**src/rtl/dds_gen_core.sv**
```systemverilog
// Multi-waveform DDS core: shadowed phase accumulator with linear sweep, external
// 1-cycle sine ROM, square/triangle/sawtooth synthesis and amplitude scaling.
module dds_gen_core #(
    parameter int ACC_W       = 32,
    parameter int ADDR_W      = 12,
    parameter int DATA_W      = 10,
    parameter int AMP_W       = 8,
    parameter int SWEEP_DIV_W = 16
) (
    input  logic                   clk,
    input  logic                   rst,
    input  logic                   en,
    input  logic                   cfg_load,
    input  logic                   phase_clr,
    input  logic [ACC_W-1:0]       fword_in,
    input  logic [ADDR_W-1:0]      pword_in,
    input  logic [1:0]             mode_in,
    input  logic [AMP_W-1:0]       amp_in,
    input  logic                   sweep_en_in,
    input  logic [ACC_W-1:0]       sweep_step_in,
    input  logic [ACC_W-1:0]       sweep_stop_in,
    input  logic [SWEEP_DIV_W-1:0] sweep_dwell_in,
    output logic [ADDR_W-1:0]      rom_addr,
    input  logic [DATA_W-1:0]      rom_q,
    output logic                   da_clk,
    output logic [DATA_W-1:0]      da_data,
    output logic                   sync,
    output logic                   sweep_wrap
);

    typedef enum logic [1:0] {
        MODE_SINE   = 2'd0,
        MODE_SQUARE = 2'd1,
        MODE_TRI    = 2'd2,
        MODE_SAW    = 2'd3
    } mode_e;

    localparam int TRI_W = ADDR_W - 1;
    localparam int PW    = DATA_W + AMP_W + 2;
    localparam logic [DATA_W-1:0] MID = {1'b1, {(DATA_W-1){1'b0}}};

    logic [ACC_W-1:0]       fword_q, fword_d;
    logic [ACC_W-1:0]       start_q, start_d;
    logic [ACC_W-1:0]       step_q, step_d;
    logic [ACC_W-1:0]       stop_q, stop_d;
    logic [ADDR_W-1:0]      pword_q, pword_d;
    mode_e                  mode_q, mode_d;
    logic [AMP_W-1:0]       amp_q, amp_d;
    logic                   sweep_en_q, sweep_en_d;
    logic [SWEEP_DIV_W-1:0] dwell_q, dwell_d;
    logic [SWEEP_DIV_W-1:0] dwell_cnt_q, dwell_cnt_d;
    logic [ACC_W-1:0]       acc_q, acc_d;
    logic                   wrap_q, wrap_d;
    logic                   sweep_wrap_q, sweep_wrap_d;
    logic [ADDR_W-1:0]      phase_q, phase_d;
    logic [ADDR_W-1:0]      phase2_q, phase2_d;
    logic [DATA_W-1:0]      wave_q, wave_d;
    logic [DATA_W-1:0]      da_data_q, da_data_d;
    logic [2:0]             sync_pipe_q, sync_pipe_d;
    logic                   sync_q, sync_d;

    logic [ACC_W:0]         acc_sum;
    logic [ACC_W:0]         sweep_sum;
    logic [TRI_W-1:0]       tri_fold;
    logic signed [DATA_W:0] diff;
    logic signed [PW-1:0]   prod;

    // Accumulator, sweep stepping and config shadowing; cfg_load overrides a sweep step.
    always_comb begin
        fword_d      = fword_q;
        start_d      = start_q;
        step_d       = step_q;
        stop_d       = stop_q;
        pword_d      = pword_q;
        mode_d       = mode_q;
        amp_d        = amp_q;
        sweep_en_d   = sweep_en_q;
        dwell_d      = dwell_q;
        acc_d        = acc_q;
        wrap_d       = wrap_q;
        dwell_cnt_d  = dwell_cnt_q;
        sweep_wrap_d = 1'b0;
        acc_sum      = {1'b0, acc_q} + {1'b0, fword_q};
        sweep_sum    = {1'b0, fword_q} + {1'b0, step_q};

        if (!en) begin
            acc_d       = '0;
            wrap_d      = 1'b0;
            dwell_cnt_d = '0;
        end else begin
            if (cfg_load && phase_clr) begin
                acc_d  = '0;
                wrap_d = 1'b0;
            end else begin
                acc_d  = acc_sum[ACC_W-1:0];
                wrap_d = acc_sum[ACC_W];
            end
            if (cfg_load) begin
                dwell_cnt_d = '0;
            end else if (sweep_en_q) begin
                if (dwell_cnt_q == dwell_q) begin
                    dwell_cnt_d = '0;
                    if (sweep_sum > {1'b0, stop_q}) begin
                        fword_d      = start_q;
                        sweep_wrap_d = 1'b1;
                    end else begin
                        fword_d = sweep_sum[ACC_W-1:0];
                    end
                end else begin
                    dwell_cnt_d = dwell_cnt_q + SWEEP_DIV_W'(1);
                end
            end
        end

        if (cfg_load) begin
            fword_d    = fword_in;
            start_d    = fword_in;
            step_d     = sweep_step_in;
            stop_d     = sweep_stop_in;
            pword_d    = pword_in;
            mode_d     = mode_e'(mode_in);
            amp_d      = amp_in;
            sweep_en_d = sweep_en_in;
            dwell_d    = sweep_dwell_in;
        end
    end

    // Four-stage sample pipeline: phase, ROM wait, waveform select, amplitude scale.
    always_comb begin
        phase_d     = acc_q[ACC_W-1 -: ADDR_W] + pword_q;
        phase2_d    = phase_q;
        tri_fold    = phase2_q[ADDR_W-1] ? ~phase2_q[TRI_W-1:0] : phase2_q[TRI_W-1:0];
        wave_d      = rom_q;
        case (mode_q)
            MODE_SINE:   wave_d = rom_q;
            MODE_SQUARE: wave_d = phase2_q[ADDR_W-1] ? '0 : '1;
            MODE_TRI:    wave_d = DATA_W'({tri_fold, {DATA_W{1'b0}}} >> TRI_W);
            MODE_SAW:    wave_d = DATA_W'({phase2_q, {DATA_W{1'b0}}} >> ADDR_W);
            default:     wave_d = rom_q;
        endcase
        diff = $signed({1'b0, wave_q}) - $signed({1'b0, MID});
        prod = PW'(diff) * PW'($signed({1'b0, amp_q}));
        if (&amp_q) begin
            da_data_d = wave_q;
        end else begin
            da_data_d = MID + DATA_W'(prod >>> AMP_W);
        end
        sync_pipe_d = {sync_pipe_q[1:0], wrap_q};
        sync_d      = sync_pipe_q[2];

        if (!en) begin
            phase_d     = '0;
            phase2_d    = '0;
            wave_d      = '0;
            da_data_d   = MID;
            sync_pipe_d = '0;
            sync_d      = 1'b0;
        end
    end

    always_ff @(posedge clk or negedge rst) begin
        if (!rst) begin
            fword_q      <= '0;
            start_q      <= '0;
            step_q       <= '0;
            stop_q       <= '0;
            pword_q      <= '0;
            mode_q       <= MODE_SINE;
            amp_q        <= '0;
            sweep_en_q   <= 1'b0;
            dwell_q      <= '0;
            dwell_cnt_q  <= '0;
            acc_q        <= '0;
            wrap_q       <= 1'b0;
            sweep_wrap_q <= 1'b0;
            phase_q      <= '0;
            phase2_q     <= '0;
            wave_q       <= '0;
            da_data_q    <= '0;
            sync_pipe_q  <= '0;
            sync_q       <= 1'b0;
        end else begin
            fword_q      <= fword_d;
            start_q      <= start_d;
            step_q       <= step_d;
            stop_q       <= stop_d;
            pword_q      <= pword_d;
            mode_q       <= mode_d;
            amp_q        <= amp_d;
            sweep_en_q   <= sweep_en_d;
            dwell_q      <= dwell_d;
            dwell_cnt_q  <= dwell_cnt_d;
            acc_q        <= acc_d;
            wrap_q       <= wrap_d;
            sweep_wrap_q <= sweep_wrap_d;
            phase_q      <= phase_d;
            phase2_q     <= phase2_d;
            wave_q       <= wave_d;
            da_data_q    <= da_data_d;
            sync_pipe_q  <= sync_pipe_d;
            sync_q       <= sync_d;
        end
    end

    // The converter clock is gated combinationally so it parks high while disabled.
    assign da_clk     = en ? clk : 1'b1;
    assign rom_addr   = phase_q;
    assign da_data    = da_data_q;
    assign sync       = sync_q;
    assign sweep_wrap = sweep_wrap_q;

endmodule

```
**config.mk**
```make
export PLATFORM = sky130hd
export DESIGN_NAME = dds_gen_core
export DESIGN_NICKNAME = d
export VERILOG_FILES = /design/src/rtl/dds_gen_core.sv
export SDC_FILE = /design/constraint.sdc
export NUM_CORES = 1
export LEC_CHECK = 0
export CAP_MARGIN = 40
export CORE_ASPECT_RATIO = 0.5
export CORE_UTILIZATION = 60
export CTS_BUF_LIST = sky130_fd_sc_hd__clkbuf_8
export CTS_CLUSTER_SIZE = 12
export DETAILED_ROUTE_END_ITERATION = 8
export PLACE_DENSITY = 0.85
export REMOVE_ABC_BUFFERS = 1
export SYNTH_ARGS = -nofsm -noshare
export SYNTH_HDL_FRONTEND = slang
export SYNTH_SLANG_ARGS = --single-unit
```
**constraint.sdc**
```tcl
create_clock -name clk -period 5.7 [get_ports clk]
set_input_delay 0.855 -clock clk [delete_from_list [all_inputs] [get_ports clk]]
set_output_delay 0.855 -clock clk [all_outputs]
set_load 0.02 [all_outputs]
```
**Metal 2**

The bar under the picture is 50 um long.
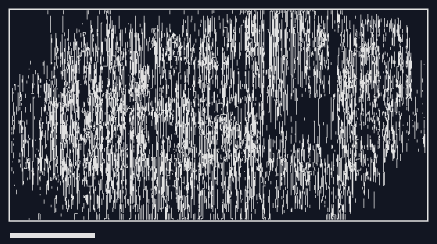
wire length on this layer	21.1 mm
main direction	vertical
longest straight run	50.3 um
via count: 13952
total wire length: 43.2 mm
met2 Resource Use GR: 50.8%

**Placement by cell class**

The bar under the picture is 50 um long. Fill, decap, tap and diode cells in grey.
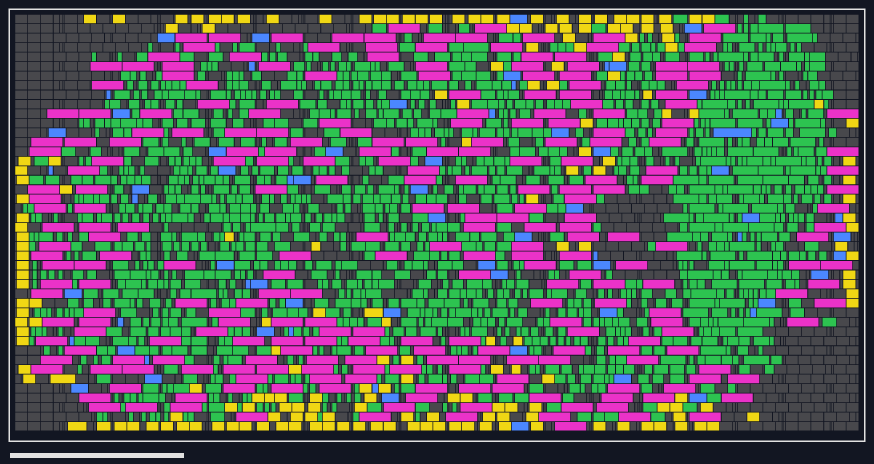
colour	class	cells
green	all other logic	1470
yellow	other buffers and delay cells	189
blue	clock drivers and dummy loads	67
magenta	flip-flops	264
Final Util: 70.9%
Seq/total area: 32.1%
post-route cell area: 20600 sq um
Core Box Area: 29000 sq um

==> results.json <==
{
  "power_density_nw_per_um2": 379,
  "die_y_um": 124,
  "vias_per_cell": 5.85,
  "ff2ff_path_depth": 19,
  "die_area_sq_um": 30300,
  "sw_frac_of_total_pct": 39.5,
  "grt_pass1_wl_mm": 70.3,
  "area_leaders": "dfrtp_1 (37%), ha_1 (9.8%), fa_1 (7.4%), mux2_2 (5.6%), o21ai_0 (3.3%)",
  "vdd_drop_max_uv": 349,
  "hold_ws_ns": 0.260,
  "drtIter0Drc": 944,
  "ys.flop_type": "dfrtp_1",
  "area_delta_synth_final_pct": 15.8,
  "synth-seq-cells": 264,
  "tns_ns": 0,
  "grt_pass1_vias": 13891,
  "criticalPathCategory": "reg -> reg",
  "ctsHoldBuffers": 0,
  "wire_per_inst_um": 18.1,
  "drc_errors": 0,
  "synth_cells": 1814,
  "required_ns": 6.25,
  "pwr-share-seq_pct": 30.2,
  "cts_resized": 0,
  "finalHoldViolCount": 0,
  "rsz0062_at_grt": "no",
  "rrSetupSlack_ns": 0.39,
  "setup_slack_ns": 0.394,
  "rr_startpoint": "fword_q[0]$_DFFE_PN0P_",
  "avgSynthCellArea_sq_um": 9.78,
  "enable_flop_cells": 0,
  "setup_viol": 0,
  "placed_cells": 2316,
  "clk-insertion-delay-late_ns": 0.67,
  "combPwrFrac_pct": 49.7,
  "grt_max_degree": 120,
  "dr.pass1.iters": 5,
  "timing.rr.end": "fword_q[31]$_DFFE_PN0P_",
  "yosysUniqueCellTypes": 71,
  "finalNetCount": 2325,
  "post-place-ws_ns": 0.552,
  "antenna_found_initial": 2,
  "clockPowerShare_pct": 20.1,
  "placed_area_sq_um": 19800,
  "drive_gt1_share_pct": 8.84,
  "clock.fmax_mhz": 188,
  "tightest_slew_ns": 0.936,
  "cp.arrival_ns": 5.86,
  "place.gp.congestion": 0.973,
  "p_switching_uw": 3070,
  "tool_warnings": 31,
  "slew_headroom_pct": 37.6,
  "leakage_uw": 0.00950,
  "largest_area_cell": "dfrtp_1",
  "worstSetupStartpoint": "fword_q[0]$_DFFE_PN0P_",
  "ys_chip_area_sq_um": 17700,
  "ys_async_sr_fraction_pct": 100,
  "p_int_uw": 4710,
  "synth_seq_share_pct": 37.2,
  "grtUsageTotal_pct": 29.6,
  "worstPathMaxFanout": 8,
  "cpPeakStageDelay_ns": 0.70,
  "cp-end-kind": "flip-flop",
  "ios": 175,
  "top_cell_area_share_pct": 37.2,
  "ys_warn_count": 0,
  "io_buffers": 174,
  "slowest_stage": "o21ai_0",
  "status": "completed",
  "netlist_area_sq_um": 17700,
  "cts_tree": "built",
  "cp_cell_sequence": "ha_1 -> fa_1 -> a211oi_1 -> o21ai_2 -> o2111ai_2 -> nand3b_1 -> a221o_1 -> mux2i_1 -> nand3_1 -> ha_1 -> nand2_1 -> o21a_1 -> o221ai_1 -> a211o_1 -> a41oi_1 -> o21ai_0 -> buf_4 -> o21ai_2 -> o221a_2",
  "place_hpwl_mm": 32.0,
  "yosysCellCount": 1814,
  "hp-class": "in -> async",
  "finalCritPeriodShare_pct": 93.1,
  "initial_core_util_pct": 61.2
}
**Cell placement**

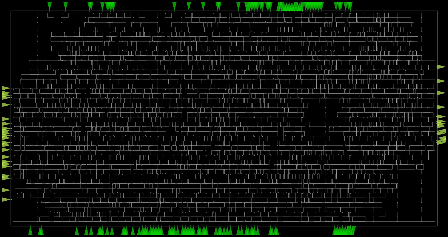
Flop Count: 264
Rows: 44
Post-Layout Cell Count: 2383
Tapcells: 391
Fillers: 2161

layer usage:
metal / share of wire, % / wire length, um / GRT usage (%)
met2: 49 / 21100 / 50.8
met1: 43 / 18500 / 37.6
met5: 0 / 0 / 0
met4: 2.5 / 1070 / 10.2
met3: 6.1 / 2630 / 6.33
registers in the layout (all words and copies together) (netlist names), 8 cells and up:
name,cells
acc_q,32
fword_q,32
start_q,32
step_q,32
stop_q,32
dwell_cnt_q,16
dwell_q,16
pword_q,12
rom_addr,12
phase2_q,11
da_data,10
wave_q,10
amp_q,8
power groups by stage:
stage	Combinational [uW]	Sequential, uW	Clock [uW]
after floorplan	2800	2380	8.87
after global placement	3710	2370	15.9
after detailed placement	3830	2380	15.9
after CTS	3860	2350	1580
after global routing	4380	2380	1670
final	3870	2350	1560
synth_stat cells (all sizes together), types with 7 or more instances:
library cell,count
a211oi,22
a21boi,16
a21o,38
a21oi,74
a31oi,29
and2,80
and3,15
buf,10
clkbuf,69
dfrtp,264
fa,66
ha,139
inv,154
mux2,88
mux2i,7
nand2,146
nand2b,32
nand3,38
nand4,26
nor2,79
nor2b,24
nor3,27
nor3b,7
o211ai,14
o21a,9
o21ai,122
o21bai,8
o22ai,16
o311ai,11
o31ai,8
xnor2,67
xor2,33
cell usage in the layout (no fill, tap or decap), types with 74 or more instances in the layout:
cell type | netlist | final
nor2_1 | 79 | 79
and2_1 | 79 | 79
clkdlybuf4s50_1 | 0 | 172
ha_1 | 139 | 139
o21ai_0 | 118 | 118
nand2_1 | 146 | 146
inv_1 | 154 | 164
mux2_2 | 88 | 88
a21oi_1 | 74 | 74
dfrtp_1 | 264 | 264
cell families (layout without fill, tap and decap cells):
logic type / Yosys count / in the layout / synth area share, %
mux: 95 / 95 / 5.98
buf+inv: 233 / 409 / 5.04
simple gates: 496 / 496 / 14.1
flops: 264 / 264 / 37.2
compound gates: 421 / 421 / 15.5
other cells: 0 / 2 / 0
xor+xnor: 100 / 100 / 4.93
fa+ha+maj: 205 / 205 / 17.2
cell type report:
type                            count  area [sq um]  share of cell area, %
Clock buffer                       47           643                   3.13
Clock inverter                     19           108                  0.523
Timing Repair Buffer              189          1880                   9.14
Sequential cell                   264          6610                   32.1
Inverter                          154           578                   2.81
Antenna cell                        2          5.00                 0.0243
Tap cell                          391           489                   2.38
Multi-Input combinational cell   1317         10200                   49.9
through the flow:
stage / util [%] / total power (uW)
floorplan: - / 5190
global route: 70.9 / 8420
detailed placement: 68.3 / 6230
CTS: 70.8 / 7790
finish: 70.9 / 7780
global placement: 68.2 / 6100
worst max-delay path, delay by kind of cell, from the launching register on:
kind	cells	cell delay, ns
muxes	1	0.18
AOI/OAI and AO/OA	11	2.93
adders and majority gates	3	1.00
buffers and inverters	1	0.31
and+or+nand+nor	3	0.36
DFF	1	0.40
Power figures rest on the tool's default switching activity, not on a simulated workload.
